**src/rtl/seq_alu_if.sv**
```systemverilog
// Request/result bundle between the execute-stage control FSM and seq_alu.
// The master drives the request; the slave (the ALU) returns handshake, results and flags.
interface seq_alu_if #(
    parameter int WIDTH = 16
);
    logic             in_valid;
    logic             in_ready;
    logic [WIDTH-1:0] a;
    logic [WIDTH-1:0] b;
    logic [2:0]       op;
    logic             done;
    logic [WIDTH-1:0] out;
    logic [WIDTH-1:0] r15;
    logic             of;
    logic             dz;
    logic             ill;

    modport master (
        output in_valid, a, b, op,
        input  in_ready, done, out, r15, of, dz, ill
    );

    modport slave (
        input  in_valid, a, b, op,
        output in_ready, done, out, r15, of, dz, ill
    );
endinterface

```
**src/rtl/seq_alu.sv**
```systemverilog
// Registered execute-stage ALU: single-cycle add/sub/and/or/move, iterative signed mul/div.
// Define SEQ_ALU_DIV_EN to build the divider; otherwise op=011 reports as illegal.
module seq_alu #(
    parameter int WIDTH = 16,
    parameter int CNT_W = 5
) (
    input  logic     clk,
    input  logic     reset,
    seq_alu_if.slave bus
);
    localparam logic [2:0] OP_ADD = 3'b000;
    localparam logic [2:0] OP_SUB = 3'b001;
    localparam logic [2:0] OP_MUL = 3'b010;
    localparam logic [2:0] OP_DIV = 3'b011;
    localparam logic [2:0] OP_AND = 3'b100;
    localparam logic [2:0] OP_OR  = 3'b101;
    localparam logic [2:0] OP_MOV = 3'b110;
    localparam logic [2:0] OP_ILL = 3'b111;
    localparam logic [WIDTH-1:0] ZERO_W   = {WIDTH{1'b0}};
    localparam logic [CNT_W-1:0] CNT_LAST = CNT_W'(WIDTH - 1);

    typedef enum logic [1:0] {S_IDLE = 2'b00, S_MUL = 2'b01, S_DIV = 2'b10, S_DONE = 2'b11} state_t;

    state_t             state_r, state_nxt_s;
    logic               ready_r, done_r;
    logic [CNT_W-1:0]   cnt_r;
    logic [WIDTH:0]     hi_r, mag_r;
    logic [WIDTH-1:0]   lo_r;
    logic               neg_r;
    logic               accept_s, last_s;
    logic [WIDTH-1:0]   abs_a_s, sum_s, diff_s;
    logic [WIDTH:0]     abs_b_s, mul_hi_s;
    logic [WIDTH+1:0]   madd_s;
    logic [WIDTH-1:0]   mul_lo_s;
    logic [2*WIDTH-1:0] pmag_s, prod_s;
    logic               res_load_s, res_of_s, res_dz_s, res_ill_s;
    logic [WIDTH-1:0]   res_out_s, res_r15_s;
    logic [WIDTH-1:0]   out_r, r15_r;
    logic               of_r, dz_r, ill_r;

    assign accept_s = bus.in_valid & ready_r;
    assign last_s   = (cnt_r == CNT_LAST);
    assign sum_s    = bus.a + bus.b;
    assign diff_s   = bus.a - bus.b;

    // |a| fits WIDTH unsigned bits even for MIN; |b| is kept one bit wider as the mul/div operand
    assign abs_a_s = bus.a[WIDTH-1] ? (~bus.a + {{(WIDTH-1){1'b0}}, 1'b1}) : bus.a;
    assign abs_b_s = bus.b[WIDTH-1] ? (~{1'b1, bus.b} + {{WIDTH{1'b0}}, 1'b1}) : {1'b0, bus.b};

    assign madd_s   = {1'b0, hi_r} + (lo_r[0] ? {1'b0, mag_r} : {(WIDTH+2){1'b0}});
    assign mul_hi_s = madd_s[WIDTH+1:1];
    assign mul_lo_s = {madd_s[0], lo_r[WIDTH-1:1]};
    assign pmag_s   = {mul_hi_s[WIDTH-1:0], mul_lo_s};
    assign prod_s   = neg_r ? (~pmag_s + {{(2*WIDTH-1){1'b0}}, 1'b1}) : pmag_s;

`ifdef SEQ_ALU_DIV_EN
    localparam logic [WIDTH-1:0] ALL_ONES = {WIDTH{1'b1}};
    localparam logic [WIDTH-1:0] MIN_W    = {1'b1, {(WIDTH-1){1'b0}}};

    logic [WIDTH-1:0] a_r;
    logic             dzp_r, dovf_r;
    logic [WIDTH:0]   shift_s, div_hi_s;
    logic [WIDTH+1:0] trial_s;
    logic             ge_s;
    logic [WIDTH-1:0] div_lo_s, quot_s, rem_s;

    assign shift_s  = {hi_r[WIDTH-1:0], lo_r[WIDTH-1]};
    assign trial_s  = {1'b0, shift_s} - {1'b0, mag_r};
    assign ge_s     = ~trial_s[WIDTH+1];
    assign div_hi_s = ge_s ? trial_s[WIDTH:0] : shift_s;
    assign div_lo_s = {lo_r[WIDTH-2:0], ge_s};
    assign quot_s   = neg_r ? (~div_lo_s + {{(WIDTH-1){1'b0}}, 1'b1}) : div_lo_s;
    assign rem_s    = a_r[WIDTH-1] ? (~div_hi_s[WIDTH-1:0] + {{(WIDTH-1){1'b0}}, 1'b1})
                                   : div_hi_s[WIDTH-1:0];

    // Divide special cases are decided from the operands at acceptance
    always_ff @(posedge clk) begin
        if (reset) begin
            a_r    <= ZERO_W;
            dzp_r  <= 1'b0;
            dovf_r <= 1'b0;
        end else if (accept_s) begin
            a_r    <= bus.a;
            dzp_r  <= (bus.b == ZERO_W);
            dovf_r <= (bus.a == MIN_W) && (bus.b == ALL_ONES);
        end else begin
            a_r    <= a_r;
        end
    end
`endif

    // Next-state logic
    always_comb begin
        state_nxt_s = state_r;
        case (state_r)
            S_IDLE, S_DONE: begin
                if (accept_s) begin
                    if (bus.op == OP_MUL) begin
                        state_nxt_s = S_MUL;
`ifdef SEQ_ALU_DIV_EN
                    end else if (bus.op == OP_DIV) begin
                        state_nxt_s = S_DIV;
`endif
                    end else begin
                        state_nxt_s = S_DONE;
                    end
                end else begin
                    state_nxt_s = S_IDLE;
                end
            end
            S_MUL, S_DIV: begin
                if (last_s) begin
                    state_nxt_s = S_DONE;
                end else begin
                    state_nxt_s = state_r;
                end
            end
            default: state_nxt_s = S_IDLE;
        endcase
    end

    // State register with registered ready/done derived from the next state
    always_ff @(posedge clk) begin
        if (reset) begin
            state_r <= S_IDLE;
            ready_r <= 1'b1;
            done_r  <= 1'b0;
        end else begin
            state_r <= state_nxt_s;
            ready_r <= (state_nxt_s == S_IDLE) || (state_nxt_s == S_DONE);
            done_r  <= (state_nxt_s == S_DONE);
        end
    end

    // Operand capture and one-bit-per-cycle iteration
    always_ff @(posedge clk) begin
        if (reset) begin
            cnt_r <= {CNT_W{1'b0}};
            hi_r  <= {(WIDTH+1){1'b0}};
            lo_r  <= ZERO_W;
            mag_r <= {(WIDTH+1){1'b0}};
            neg_r <= 1'b0;
        end else if (accept_s) begin
            cnt_r <= {CNT_W{1'b0}};
            hi_r  <= {(WIDTH+1){1'b0}};
            lo_r  <= abs_a_s;
            mag_r <= abs_b_s;
            neg_r <= bus.a[WIDTH-1] ^ bus.b[WIDTH-1];
        end else if (state_r == S_MUL) begin
            cnt_r <= cnt_r + {{(CNT_W-1){1'b0}}, 1'b1};
            hi_r  <= mul_hi_s;
            lo_r  <= mul_lo_s;
`ifdef SEQ_ALU_DIV_EN
        end else if (state_r == S_DIV) begin
            cnt_r <= cnt_r + {{(CNT_W-1){1'b0}}, 1'b1};
            hi_r  <= div_hi_s;
            lo_r  <= div_lo_s;
`endif
        end else begin
            cnt_r <= cnt_r;
        end
    end

    // Result selection: single-cycle ops at acceptance, mul/div on the final iteration
    always_comb begin
        res_load_s = 1'b0;
        res_out_s  = ZERO_W;
        res_r15_s  = ZERO_W;
        res_of_s   = 1'b0;
        res_dz_s   = 1'b0;
        res_ill_s  = 1'b0;
        if (accept_s) begin
            case (bus.op)
                OP_ADD: begin
                    res_load_s = 1'b1;
                    res_out_s  = sum_s;
                    res_of_s   = (bus.a[WIDTH-1] == bus.b[WIDTH-1]) && (sum_s[WIDTH-1] != bus.a[WIDTH-1]);
                end
                OP_SUB: begin
                    res_load_s = 1'b1;
                    res_out_s  = diff_s;
                    res_of_s   = (bus.a[WIDTH-1] != bus.b[WIDTH-1]) && (diff_s[WIDTH-1] != bus.a[WIDTH-1]);
                end
                OP_MUL: res_load_s = 1'b0;
                OP_DIV: begin
`ifdef SEQ_ALU_DIV_EN
                    res_load_s = 1'b0;
`else
                    res_load_s = 1'b1;
                    res_ill_s  = 1'b1;
`endif
                end
                OP_AND: begin
                    res_load_s = 1'b1;
                    res_out_s  = bus.a & bus.b;
                end
                OP_OR: begin
                    res_load_s = 1'b1;
                    res_out_s  = bus.a | bus.b;
                end
                OP_MOV: begin
                    res_load_s = 1'b1;
                    res_out_s  = bus.b;
                end
                OP_ILL: begin
                    res_load_s = 1'b1;
                    res_ill_s  = 1'b1;
                end
                default: begin
                    res_load_s = 1'b1;
                    res_ill_s  = 1'b1;
                end
            endcase
        end else if ((state_r == S_MUL) && last_s) begin
            res_load_s = 1'b1;
            res_out_s  = prod_s[WIDTH-1:0];
            res_r15_s  = prod_s[2*WIDTH-1:WIDTH];
            res_of_s   = (prod_s[2*WIDTH-1:WIDTH] != {WIDTH{prod_s[WIDTH-1]}});
`ifdef SEQ_ALU_DIV_EN
        end else if ((state_r == S_DIV) && last_s) begin
            res_load_s = 1'b1;
            if (dzp_r) begin
                res_out_s = ALL_ONES;
                res_r15_s = a_r;
                res_dz_s  = 1'b1;
            end else if (dovf_r) begin
                res_out_s = MIN_W;
                res_of_s  = 1'b1;
            end else begin
                res_out_s = quot_s;
                res_r15_s = rem_s;
            end
`endif
        end else begin
            res_load_s = 1'b0;
        end
    end

    // Result registers hold until the next completion
    always_ff @(posedge clk) begin
        if (reset) begin
            out_r <= ZERO_W;
            r15_r <= ZERO_W;
            of_r  <= 1'b0;
            dz_r  <= 1'b0;
            ill_r <= 1'b0;
        end else if (res_load_s) begin
            out_r <= res_out_s;
            r15_r <= res_r15_s;
            of_r  <= res_of_s;
            dz_r  <= res_dz_s;
            ill_r <= res_ill_s;
        end else begin
            out_r <= out_r;
        end
    end

    assign bus.in_ready = ready_r;
    assign bus.done     = done_r;
    assign bus.out      = out_r;
    assign bus.r15      = r15_r;
    assign bus.of       = of_r;
    assign bus.dz       = dz_r;
    assign bus.ill      = ill_r;
endmodule

```
**src/flat_wrapper.sv**
```systemverilog
// flat-port wrapper written by rule: the top's interface ports become plain ports
module seq_alu_flat 
#(
    parameter int WIDTH = 16,
    parameter int CNT_W = 5
)
  (clk, reset, bus_in_valid, bus_a, bus_b, bus_op, bus_in_ready, bus_done, bus_out, bus_r15, bus_of, bus_dz, bus_ill);
  seq_alu_if #(.WIDTH(WIDTH)) bus_i ();
  input  logic clk;
  input  logic reset;
  input wire logic [$bits(bus_i.in_valid)-1:0] bus_in_valid;
  input wire logic [$bits(bus_i.a)-1:0] bus_a;
  input wire logic [$bits(bus_i.b)-1:0] bus_b;
  input wire logic [$bits(bus_i.op)-1:0] bus_op;
  output wire logic [$bits(bus_i.in_ready)-1:0] bus_in_ready;
  output wire logic [$bits(bus_i.done)-1:0] bus_done;
  output wire logic [$bits(bus_i.out)-1:0] bus_out;
  output wire logic [$bits(bus_i.r15)-1:0] bus_r15;
  output wire logic [$bits(bus_i.of)-1:0] bus_of;
  output wire logic [$bits(bus_i.dz)-1:0] bus_dz;
  output wire logic [$bits(bus_i.ill)-1:0] bus_ill;
  assign bus_i.in_valid = bus_in_valid;
  assign bus_i.a = bus_a;
  assign bus_i.b = bus_b;
  assign bus_i.op = bus_op;
  assign bus_in_ready = bus_i.in_ready;
  assign bus_done = bus_i.done;
  assign bus_out = bus_i.out;
  assign bus_r15 = bus_i.r15;
  assign bus_of = bus_i.of;
  assign bus_dz = bus_i.dz;
  assign bus_ill = bus_i.ill;
  seq_alu #(.WIDTH(WIDTH), .CNT_W(CNT_W)) u_core (.clk(clk), .reset(reset), .bus(bus_i));
endmodule
```
**config.mk**
```make
export PLATFORM = sky130hd
export DESIGN_NAME = seq_alu_flat
export DESIGN_NICKNAME = d
export VERILOG_FILES = /design/src/rtl/seq_alu_if.sv /design/src/rtl/seq_alu.sv /design/src/flat_wrapper.sv
export SDC_FILE = /design/constraint.sdc
export NUM_CORES = 1
export LEC_CHECK = 0
export CAP_MARGIN = 20
export CORE_MARGIN = 3
export CORE_UTILIZATION = 45
export DETAILED_ROUTE_END_ITERATION = 10
export RECOVER_POWER = 100
export SLEW_MARGIN = 40
export SYNTH_ARGS = -nofsm -noshare
export SYNTH_HDL_FRONTEND = slang
export SYNTH_SLANG_ARGS = --single-unit
```
**constraint.sdc**
```tcl
create_clock -name clk -period 10.9 [get_ports clk]
set_clock_uncertainty 0.05 [all_clocks]
set_input_delay 1.635 -clock clk [delete_from_list [all_inputs] [get_ports clk]]
set_output_delay 1.635 -clock clk [all_outputs]
set_load 0.005 [all_outputs]
```
### Track usage over the die, run 1

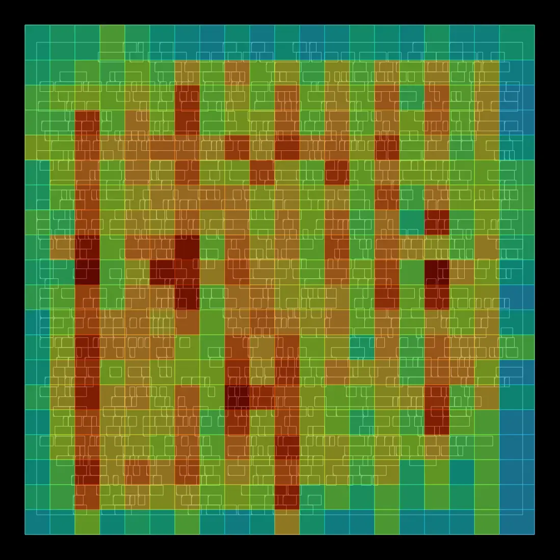
final routed wire length divided by cell count: 18.3 um
final cell utilization of the core: 0.525
met3 Usage GRT: 0.0268
global routing usage on met2: 0.402
GRT Util Overall: 0.236

### M1 wires, run 1

Drawn at 3 px/um. Supply wires on this layer in grey.
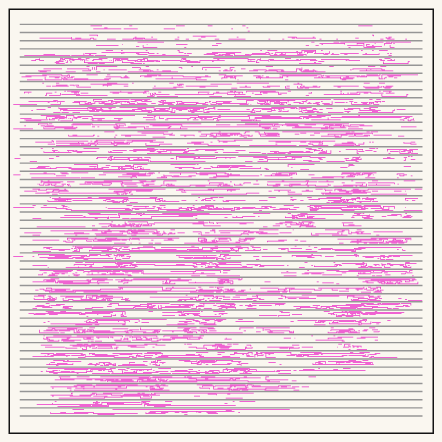
- wire length on this layer: 10700 um
- share of all routed wire: 45%
- main direction: horizontal

### Routed metal, one colour a layer, run 1

Drawn at 3 px/um. Only two layers are drawn.
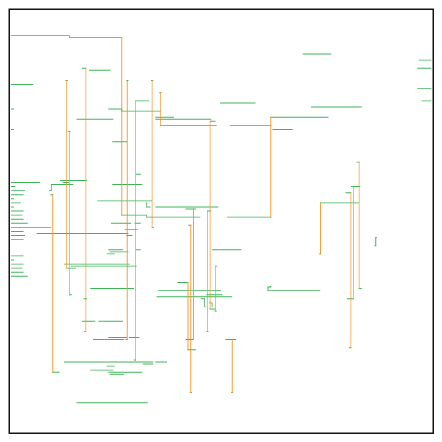
- green: metal 3 (wire length 802 um)
- orange: metal 4 (wire length 994 um)
Detailed Route WL: 23.7 mm
via count: 7672

### Logic cells by family, run 1

Drawn at 3 px/um.
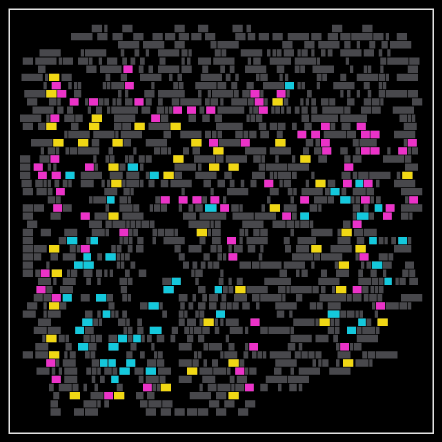
- yellow: mux cells (cells 47)
- magenta: xor and xnor cells (cells 73)
- cyan: non-inverting ao/oa cells (cells 46)

-- run 1: worst register-to-register path: cells and delay by family, from the launching register on --
| kind | cells | cell delay [ps] |
|---|---|---|
| AND/OR/NAND/NOR | 7 | 2440 |
| AND-OR/OR-AND | 4 | 1310 |
| flip-flops | 1 | 620 |
| adder cells (fa/ha/maj) | 2 | 550 |
| XOR/XNOR | 1 | 160 |
| buffers and inverters | 1 | 60 |
-- run 1: state kept, by name, indices dropped and copies added, names as in the netlist --
name / cells
u_core.bus.r15: 16
u_core.bus.in_ready: 1
u_core.bus.ill: 1
u_core.hi_r: 17
u_core.bus.done: 1
u_core.lo_r: 16
u_core.bus.of: 1
u_core.neg_r: 1
u_core.cnt_r: 5
u_core.state_r: 2
u_core.mag_r: 17
u_core.bus.out: 16
-- run 1: synthesized netlist by cell type, types with 5 or more instances --
master,number
sky130_fd_sc_hd__a211oi_1,40
sky130_fd_sc_hd__a21o_1,10
sky130_fd_sc_hd__a21oi_1,55
sky130_fd_sc_hd__a221o_1,9
sky130_fd_sc_hd__a222oi_1,7
sky130_fd_sc_hd__a22o_1,9
sky130_fd_sc_hd__a22oi_1,9
sky130_fd_sc_hd__a31oi_1,11
sky130_fd_sc_hd__and2_1,19
sky130_fd_sc_hd__buf_1,7
sky130_fd_sc_hd__clkbuf_1,49
sky130_fd_sc_hd__dfxtp_1,94
sky130_fd_sc_hd__ha_1,71
sky130_fd_sc_hd__inv_1,60
sky130_fd_sc_hd__mux2i_1,47
sky130_fd_sc_hd__nand2_1,53
sky130_fd_sc_hd__nand2b_1,10
sky130_fd_sc_hd__nand3_1,23
sky130_fd_sc_hd__nand4_1,5
sky130_fd_sc_hd__nor2_1,126
sky130_fd_sc_hd__nor2b_1,12
sky130_fd_sc_hd__nor3_1,21
sky130_fd_sc_hd__nor4_1,7
sky130_fd_sc_hd__o21ai_0,42
sky130_fd_sc_hd__o21bai_1,11
sky130_fd_sc_hd__o221ai_1,9
sky130_fd_sc_hd__o22ai_1,20
sky130_fd_sc_hd__o31ai_1,19
sky130_fd_sc_hd__o41ai_1,9
sky130_fd_sc_hd__or2_2,6
sky130_fd_sc_hd__or3_1,16
sky130_fd_sc_hd__or4_1,7
sky130_fd_sc_hd__xnor2_1,53
sky130_fd_sc_hd__xor2_1,20
-- run 1: power by group --
group | total (mW) | internal (mW) | switching [mW]
logic | 0.558 | 0.229 | 0.328
clock network | 0.293 | 0.154 | 0.139
registers | 0.432 | 0.390 | 0.0421
-- run 1: worst max-delay path by stage --
stage | startpoint | to | slack (ps) | cells after the start
after floorplan | u_core.lo_r[0]$_SDFFE_PP0P_ | u_core.bus.of$_SDFFE_PP0P_ | 6550 | 15
after global placement | bus_a[7] | u_core.bus.of$_SDFFE_PP0P_ | 5580 | 12
after detailed placement | bus_a[7] | u_core.bus.of$_SDFFE_PP0P_ | 5520 | 12
after CTS | bus_a[7] | u_core.bus.of$_SDFFE_PP0P_ | 5850 | 12
after global routing | u_core.lo_r[0]$_SDFFE_PP0P_ | u_core.bus.of$_SDFFE_PP0P_ | 5230 | 15
final | u_core.lo_r[0]$_SDFFE_PP0P_ | u_core.bus.of$_SDFFE_PP0P_ | 5620 | 15
==> impl.org, run 1 <==
* Implementation run

** Synthesis
- Yosys reports the multiplexer fraction of the synthesized area as 0.0575.
- Simple share :: 0.190
- Dividing the synthesized area by the synthesized cell count gives 7.92 um^2.
- Largest cells by area :: sky130_fd_sc_hd__dfxtp_1, sky130_fd_sc_hd__ha_1, sky130_fd_sc_hd__nor2_1, sky130_fd_sc_hd__mux2i_1, sky130_fd_sc_hd__xnor2_1
- Count of yosys warnings during synthesis :: 0
- The share of synthesized area in the top cell type comes to 0.230.
- Per the Yosys statistics, synthesis produced 1033 cells.

** Run
- Tally of OpenROAD warnings :: 57
- Across the run, the number of max-cap violations was 1.

** Outcome
- Status :: finished, violations left
- The final reports fail on max-capacitance violations, max-slew violations.

** Routing
- Via/cell ratio :: just under 6
- The detailed router reports a met3 wire length of 802 um.
- Sum of met2 wire segment lengths after detailed routing :: 11.2 mm

** Worst setup path
- Among cell families on the critical path, the largest total delay comes from simple AND/OR/NAND/NOR gates.
- Delay contributed by the slowest stage of the critical path :: 620 ps
- Critical Path Fanout Max :: 18
- The startpoint identified for the worst register-to-register timing path is u_core.lo_r[0]$_SDFFE_PP0P_.
- The critical path is of the register to register type.
- Critical path launch point type :: register

** Floorplanning
- Core area :: ~0.018 mm^2
- Tap cell count :: 225
- Total die size :: 0.0198 mm^2
- Pre-placement core utilization :: 0.466
- Top-level port count :: approximately 75
- Placement row count :: approximately 48
- The horizontal die dimension reported for this design is 141 um.
- Vertical die dimension :: roughly 140 um

** Clock network
- Post-CTS Setup Bufs :: 0
- Gates resized, CTS repair :: 0
- The root buffer cell chosen for the clock tree is sky130_fd_sc_hd__clkbuf_16.
- For the worst-skew pair, the clock arrives at the later sink with an insertion delay of around 340 ps.
- TritonCTS built the clock tree.

** Min path
- Path category of the worst min-delay check :: register to register

** Cells and area
- Share of the final layout cell area in multi-input gates :: 0.621
- In the final design database the tool counted 1180 nets.
- Non-Filler Cell Area, Final :: 0.00921 mm^2
- The number of multi-input combinational cells in the layout is 814.
- The most common logic cells in the final layout are sky130_fd_sc_hd__nor2_1, sky130_fd_sc_hd__dfxtp_1, sky130_fd_sc_hd__ha_1.
- Of the total standard cell area in the layout, the sequential portion is 0.204.
- Number of non-clock inverters in the layout :: 62

** STA
- The transition time recorded at the tightest slew-check pin is between 1500 and 2000 ps.
- Tightest hold margin :: 375 ps
- Measured against its own limit, the worst slew margin works out to -0.212.
- Counting pins that exceed their max-slew limit in the final report gives 42.

** Power and ir drop
- Per the power-grid run, VDD falls by no more than 109 uV.

** Placed design
- Worst slack, placed :: roughly 5500 ps

** GRT
- Entering global routing, the biggest net connects 75 pins.
==> run 1 -> run 2 <==
==> constraint.sdc (replaced) <==
create_clock -name clk -period 5.5 [get_ports clk]
set_clock_uncertainty 0.05 [all_clocks]
set_input_delay 0.825 -clock clk [delete_from_list [all_inputs] [get_ports clk]]
set_output_delay 0.825 -clock clk [all_outputs]
set_load 0.005 [all_outputs]
### Track usage over the die, run 2

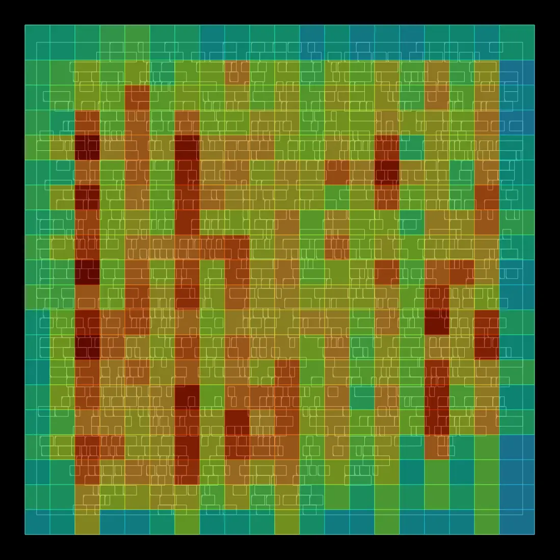
final routed wire length divided by cell count: 18.3 um
GRT Util Overall: 0.237
global routing usage on met2: 0.396

==> run 2 against run 1 <==
  * The run now ends clean
  * Hold slack better by 4.2 ps
  * Design area rose by 0.54%
  * Clock power is 120% higher
  * Clock-buffer cell count is the same
  * Die size unchanged
  * Non-clock buffer count is 3 higher
  * Critical path depth unchanged
  * First-iteration DRC count up 16%
==> impl.org, run 2 <==
* Implementation run

** Worst setup path
- The required time at the worst endpoint is listed as approximately 5700 ps.
- The worst stage delay on the critical path was 580 ps (-40 ps).
- By startpoint and endpoint, the worst setup path is classified as register to register.
- At the worst endpoint, the arrival time is 5100 ps.
- Critical Path Fanout Max :: 18 (unchanged)
- In this run the register-to-register setup slack is 590 ps.
- STA classifies the critical path startpoint as a register.
- Cell-by-cell listing of the critical path :: and2_1, ha_1, inv_1, fa_1, nand2b_2, a211oi_4, nor4_1, or3_2, or3b_1, o41ai_1, xor2_1, or4_1, or4_1, o31ai_2, o22ai_1

** Floorplanning
- The placeable core area is 0.0175 mm^2 (unchanged).
- Width of the die :: 141 um (unchanged)
- Placement row count :: 48 (unchanged)
- Top-level port count :: 75 (unchanged)
- The area of the die is 0.0198 mm^2 (unchanged).
- Pre-placement core utilization :: 0.466 (unchanged)
- The height of the chip came to 141 um (unchanged).

** Synthesis
- For this run the top cell type by instance count after synthesis was sky130_fd_sc_hd__nor2_1.
- Counting flops with a built-in enable in the synthesized netlist gives 0.
- The number of cells in the yosys synthesis report was 1033 (unchanged).
- Largest cells by area :: sky130_fd_sc_hd__dfxtp_1, sky130_fd_sc_hd__ha_1, sky130_fd_sc_hd__nor2_1, sky130_fd_sc_hd__mux2i_1, sky130_fd_sc_hd__xnor2_1
- Cell accounting for the most synthesized area :: sky130_fd_sc_hd__dfxtp_1
- The top cell type's share of synthesized area was 0.230 (unchanged).
- The yosys synthesis warning count came to 0 (unchanged).
- The synthesized area divided by synthesized cell count was 7.92 um^2 (unchanged).
- Commonest cells in the synthesized netlist :: sky130_fd_sc_hd__nor2_1, sky130_fd_sc_hd__dfxtp_1, sky130_fd_sc_hd__ha_1

** STA
- Count of endpoints failing setup in the final report :: 0
- Part of the cycle the worst path needs :: 0.893
- The actual transition at the worst max-transition pin was 1420 ps (-400 ps).
- Rel. slew slack :: 0.0547 (+0.267)
- The final max-slew violation count came to 0 (-100%).
- Total Negative Setup Slacks :: 0 ps

** GRT
- Most crowded layer after global routing :: met2
- Met3 Usage GRT :: 0.0319 (+0.00509)
- First-pass GRT wire length :: 38.0 mm
- Largest net degree at the start of global routing :: 74 (-1.3%)

** Cells and area
- The net count of the finished layout came to 1183 (+0.25%).
- Ant. Diodes :: 0
- Leaving out fill and tap cells, the most frequent cells in the layout are sky130_fd_sc_hd__nor2_1, sky130_fd_sc_hd__dfxtp_1, sky130_fd_sc_hd__ha_1.
- The largest registers in the layout are u_core.hi_r: 17 flops, u_core.mag_r: 17 flops.

** Clock network
- Longest Clk Path Bufs :: 2
- TritonCTS built the clock tree.
- The clock latency on the worst-skew pair is 350 ps (about the same).
- Buffer type at the clock tree root :: sky130_fd_sc_hd__clkbuf_16
- Post-CTS Setup Bufs :: 0 (unchanged)
- Per the post-CTS timing run, clock transition at the registers of the reported paths is 70 ps.
- The number of resized instances in the post-cts repair step came to 0 (unchanged).

** Run
- The count of maximum capacitance violations came to 0 (-1).
- Tally of OpenROAD warnings :: 57 (unchanged)

** Routing
- The total number of vias was 7627 (-0.59%).
- Per the detail_route report, DRC violations left total 0.
- The final routed wirelength across all metal layers came to 23.8 mm (+0.22%).
- Via/cell ratio :: 5.86 (-0.89%)
- DRT antenna net count :: 0

** Power and ir drop
- The worst ir drop on vdd is 175 uV (+61%).

** Min path
- Path category of the worst min-delay check :: register to register

** Placed design
- The placement summary gives the final routability congestion estimate as just over 0.9.
- The pre-CTS worst setup slack came to 687 ps (-4830 ps).

** Outcome
- The run finished with clean final reports.
## run 2: area by class of cell
cell class	instances	share of cell area
clock buffers	10	0.0247
clock inverters	6	0.00756
inverters	62	0.0266
multi-input cells	814	0.617
flip-flops and latches	94	0.203
well taps	225	0.0304
repair buffers	90	0.0905
## run 2: stage by stage
step	total power, mW	area [um^2]	utilization	hold WS (ps)
after floorplan	1.68	8180	-	354
after global placement	1.97	9000	0.513	365
after detailed placement	1.98	9000	0.513	372
after CTS	2.63	9300	0.530	382
after global routing	2.76	9260	0.528	395
final	2.59	9260	0.528	379
## run 2: worst paths after layout
check / start / end / cells past startpoint
max: u_core.lo_r[0]$_SDFFE_PP0P_ / u_core.bus.of$_SDFFE_PP0P_ / 15
min: u_core.mag_r[16]$_SDFFE_PP0P_ / u_core.mag_r[16]$_SDFFE_PP0P_ / 2
max reg2reg: u_core.lo_r[0]$_SDFFE_PP0P_ / u_core.bus.of$_SDFFE_PP0P_ / 15
min reg2reg: u_core.mag_r[16]$_SDFFE_PP0P_ / u_core.mag_r[16]$_SDFFE_PP0P_ / 2
## run 2: critical path: cells and delay by family, from the launching register on
| kind | cells | cell delay, ps |
|---|---|---|
| fa+ha+maj | 2 | 550 |
| simple gates | 7 | 2420 |
| flops | 1 | 580 |
| buf+inv | 1 | 50 |
| xor+xnor | 1 | 150 |
| compound gates | 4 | 1000 |
## run 2: cells by family after synthesis
group                      after synthesis  synth area share
muxes                                   47            0.0575
DFF                                     94             0.230
other                                    1          0.000459
adders and majority gates               74             0.116
AOI/OAI and AO/OA                      297             0.259
xor gates and xnor gates                73            0.0782
buffers and inverters                  125            0.0689
and+or+nand+nor                        322             0.190
## run 2: report_power, final
part           internal [mW]  switching, mW
clock                  0.356          0.286
combinational          0.448          0.647
sequential             0.772         0.0816
## run 2: metal layers
metal  up-vias  routed length [um]
li1       3836                   -
met1      3550               10800
met2       201               11100
met3        40                1040
met4         0                 744
met5         -                   0
==> run 2 -> run 3 <==
--- a/config.mk
+++ b/config.mk
@@ -9,6 +9,7 @@
 export CORE_MARGIN = 3
 export CORE_UTILIZATION = 45
 export DETAILED_ROUTE_END_ITERATION = 10
+export DONT_BUFFER_PORTS = 1
 export RECOVER_POWER = 100
 export SLEW_MARGIN = 40
 export SYNTH_ARGS = -nofsm -noshare
### Track usage over the die, run 3

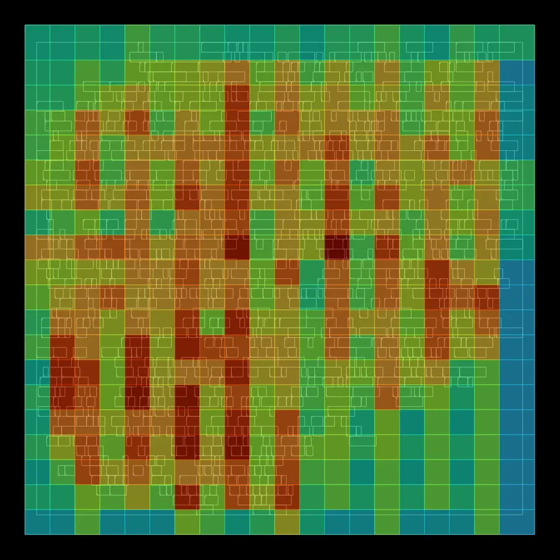
final routed wire length divided by cell count: 19.2 um
met1 GRT Util: 0.294

==> run 3 against run 2 <==
  * The run now ends with max-capacitance violations, max-slew violations left
  * Hold slack got worse by 6.1 ps
  * Via count decreased by 2.6%
  * Sequential share of layout area increased by 1.9 points
  * Clock power increased by 2%
  * Core utilization decreased by 4.5 points
  * Critical path type unchanged
  * Highest routed layer unchanged
==> impl.org, run 3 <==
* Implementation run

** Power and ir drop
- The leakage power in the latest report is 3.38 nW.
- The worst ir drop on vdd came to 202 uV (+15%).
- The power consumption is 2.50 mW (-3.3%).
- Power Dens Cells :: 295 mW/mm^2

** Cells and area
- The registers reported with the highest flop counts are u_core.hi_r: 17 flops, u_core.mag_r: 17 flops.
- Most numerous logic cells after layout :: sky130_fd_sc_hd__nor2_1, sky130_fd_sc_hd__dfxtp_1, sky130_fd_sc_hd__ha_1
- The area taken by multi-input combinational cells is reported as 0.00571 mm^2.
- The net count of the finished layout was 1101 (-6.9%).
- The final layout report lists a filler cell count of 1780.
- Of the cells placed in the final design, the portion with a size suffix greater than 1 is 0.0433.
- The total inserted antenna cells was 0 (unchanged).
- Seq. cell area :: between 0.0015 and 0.002 mm^2

** Synthesis
- The synthesized area divided by synthesized cell count is 7.92 um^2 (unchanged).
- The xor and xnor area share after synthesis came to 0.0782 (unchanged).
- Multiplexer share of the synthesized area :: 0.0575 (unchanged)
- Synthesized-area fraction occupied by adder cells :: 0.116 (unchanged)
- The post-synth tally of flip-flops with integrated enable was 0 (unchanged).
- Top-count cell post-synth :: sky130_fd_sc_hd__nor2_1
- By count the netlist is led by sky130_fd_sc_hd__nor2_1, sky130_fd_sc_hd__dfxtp_1, sky130_fd_sc_hd__ha_1.
- Area share of the largest cell type after synthesis :: 0.230 (unchanged)
- For this run, the register share of the synthesized area comes to 0.230.
- Largest cells by area :: sky130_fd_sc_hd__dfxtp_1, sky130_fd_sc_hd__ha_1, sky130_fd_sc_hd__nor2_1, sky130_fd_sc_hd__mux2i_1, sky130_fd_sc_hd__xnor2_1
- Yosys shows that the main logic family after synthesis is AND-OR/OR-AND gates.
- Looking at area per cell type in the netlist, the leader is sky130_fd_sc_hd__dfxtp_1.
- The yosys synthesis warning count was 0 (unchanged).
- Simple share :: 0.190 (unchanged)
- Async S/R FF share, synth :: 0
- The number of cells in the yosys synthesis report was 1033 (unchanged).
- The post-synthesis share of cell area spent on and-or and or-and gates is 0.259 (unchanged).

** Clock network
- Post-CTS Setup Bufs :: 0 (unchanged)
- Clock sink count :: about 94
- The clock transition time at the flip-flop clock pins of the worst setup and hold paths is 70 ps (about the same).
- Longest Clk Path Bufs :: 2 (unchanged)
- H-tree Lvls :: 3
- Count of hold-fix buffers inserted at cts :: 0
- The clock latency on the worst-skew pair was 350 ps (about the same).
- The number of resized instances in the post-cts repair step is 0 (unchanged).
- CTS tree :: yes
- Buffer type at the clock tree root :: sky130_fd_sc_hd__clkbuf_16

** STA
- The worst slew margin relative to its limit was -0.178 (-0.233).
- The final max-slew violation count came to 42 (+42).
- Tightest Pin Transition :: 1770 ps (+349 ps)
- Final hold violation count :: 0
- Total Negative Setup Slacks :: 0 ps (unchanged)
- RSZ-0062 raised after global routing :: false
- The fraction of the cycle the final worst path needs was 0.877 (-0.0155).
- The final-report setup violation count came to 0 (unchanged).

** Worst setup path
- Critical Path Fanout Max :: 18 (unchanged)
- Worst EP arrival :: 5010 ps (-90 ps)
- Required time worst endpoint :: 5680 ps (about the same)
- The minimum setup slack among reg-to-reg paths is 680 ps (+90 ps).
- STA classifies the critical path endpoint as a register.
- R2R cell count :: 15 (unchanged)
- For the worst reg-to-reg path, the endpoint reported by OpenROAD is u_core.bus.of$_SDFFE_PP0P_.
- Critical path launch point type :: register
- In this run the critical register-to-register path is launched from u_core.lo_r[0]$_SDFFE_PP0P_.
- CP Class :: register to register

** Routing
- The number of nets with antenna violations after detailed routing was 0 (unchanged).
- Length of the first detailed-routing pass in iterations :: 5
- Via count :: 7430 (-2.6%)
- Via/cell ratio :: 6.10 (+4.1%)
- Detailed Route WL :: 23.4 mm (-1.7%)
- Residual DRC :: 0 (unchanged)

** GRT
- The wire length of the first global-routing pass is 37.8 mm (-0.47%).
- Via count of the first global-routing pass :: 7097
- The initial antenna violation count came to 0.
- The pin count of the biggest net entering global routing is 75 (+1.4%).
- GRT Util Overall :: 0.235 (-0.00137)
- The total overflow left after global routing is 0.

** Outcome
- Violated checks :: max-capacitance violations, max-slew violations
- The flow ran to the end, but the final reports show violations.

** Floorplanning
- The height of the chip was 141 um (unchanged).
- Pre-placement core utilization :: 0.466 (unchanged)
- Placement row count :: 48 (unchanged)
- The horizontal die dimension was 141 um (unchanged).
- Total die size :: 0.0198 mm^2 (unchanged)
- Top-level port count :: 75 (unchanged)
- Core area :: 0.0175 mm^2 (unchanged)

** Min path
- Number of stages on the worst hold path :: 2 (unchanged)
- Path category of the worst min-delay check :: register to register
- Hold path startpoint :: u_core.mag_r[16]$_SDFFE_PP0P_
- Worst hold path endpoint :: u_core.mag_r[16]$_SDFFE_PP0P_

** Placed design
- Final Wtd Congestion :: 0.930 (+0.82%)
- Post-DP HPWL :: 17.6 mm

** Run
- Tally of OpenROAD warnings :: 57 (unchanged)
- Reported max-cap violation count :: 1 (+1)
## run 3: cell counts after synthesis
Identical to the previous run, type by type.
## run 3: layer usage
metal / wire, um / global-route usage
met5: 0 / 0
met4: 939 / 0.0989
met2: 11100 / 0.396
met1: 10200 / 0.294
met3: 1100 / 0.0458
## run 3: where the power goes
part / leakage (nW) / switching, mW / internal (mW) / total, mW
sequential: 0.768 / 0.0936 / 0.772 / 0.866
clock: 0.152 / 0.275 / 0.377 / 0.653
combinational: 2.46 / 0.581 / 0.405 / 0.986
## run 3: worst max-delay path by stage
stage	from	endpoint	slack, ps	cells after the start
CTS	u_core.lo_r[0]$_SDFFE_PP0P_	u_core.bus.of$_SDFFE_PP0P_	600	15
detailed placement	u_core.lo_r[0]$_SDFFE_PP0P_	u_core.bus.of$_SDFFE_PP0P_	650	15
global placement	u_core.lo_r[0]$_SDFFE_PP0P_	u_core.bus.of$_SDFFE_PP0P_	730	15
finish	u_core.lo_r[0]$_SDFFE_PP0P_	u_core.bus.of$_SDFFE_PP0P_	680	15
floorplan	u_core.lo_r[0]$_SDFFE_PP0P_	u_core.bus.of$_SDFFE_PP0P_	1150	15
global route	u_core.lo_r[0]$_SDFFE_PP0P_	u_core.bus.of$_SDFFE_PP0P_	210	15
## run 3: metrics by stage
stage	setup WS, ps	cell area, um^2	util	hold slack (ps)	instances
after floorplan	1150	8180	-	354	1033
after global placement	731	8200	0.468	361	1203
final	676	8480	0.484	373	1218
after global routing	205	8480	0.484	388	1218
after detailed placement	654	8210	0.468	363	1203
after CTS	603	8520	0.486	373	1218
## run 3: worst max-delay path, cell delays in order, from the launching register on
cell	delay, ps
sky130_fd_sc_hd__dfxtp_1	600
sky130_fd_sc_hd__and2_0	190
sky130_fd_sc_hd__ha_1	160
sky130_fd_sc_hd__inv_1	50
sky130_fd_sc_hd__fa_1	390
sky130_fd_sc_hd__nand2b_2	220
sky130_fd_sc_hd__a211oi_4	290
sky130_fd_sc_hd__nor4_1	100
sky130_fd_sc_hd__or3_4	380
sky130_fd_sc_hd__or3b_1	490
sky130_fd_sc_hd__o41ai_1	410
sky130_fd_sc_hd__xor2_1	150
sky130_fd_sc_hd__or4_1	480
sky130_fd_sc_hd__or4_1	430
sky130_fd_sc_hd__o31ai_1	210
sky130_fd_sc_hd__o22ai_1	100
## run 3: cell families after synthesis
group                    Yosys count
flip-flops                        94
adder cells (fa/ha/maj)           74
other                              1
XOR/XNOR                          73
buffers and inverters            125
AND/OR/NAND/NOR                  322
AND-OR/OR-AND                    297
multiplexers                      47
## run 3: layout make-up
cell class | instances | area share
multi-input cells | 814 | 0.674
clock inverters | 4 | 0.00664
clock buffers | 11 | 0.0298
well taps | 225 | 0.0332
flip-flops and latches | 94 | 0.222
repair buffers | 8 | 0.00575
inverters | 62 | 0.0291
Power is estimated from default activity; no workload was simulated.
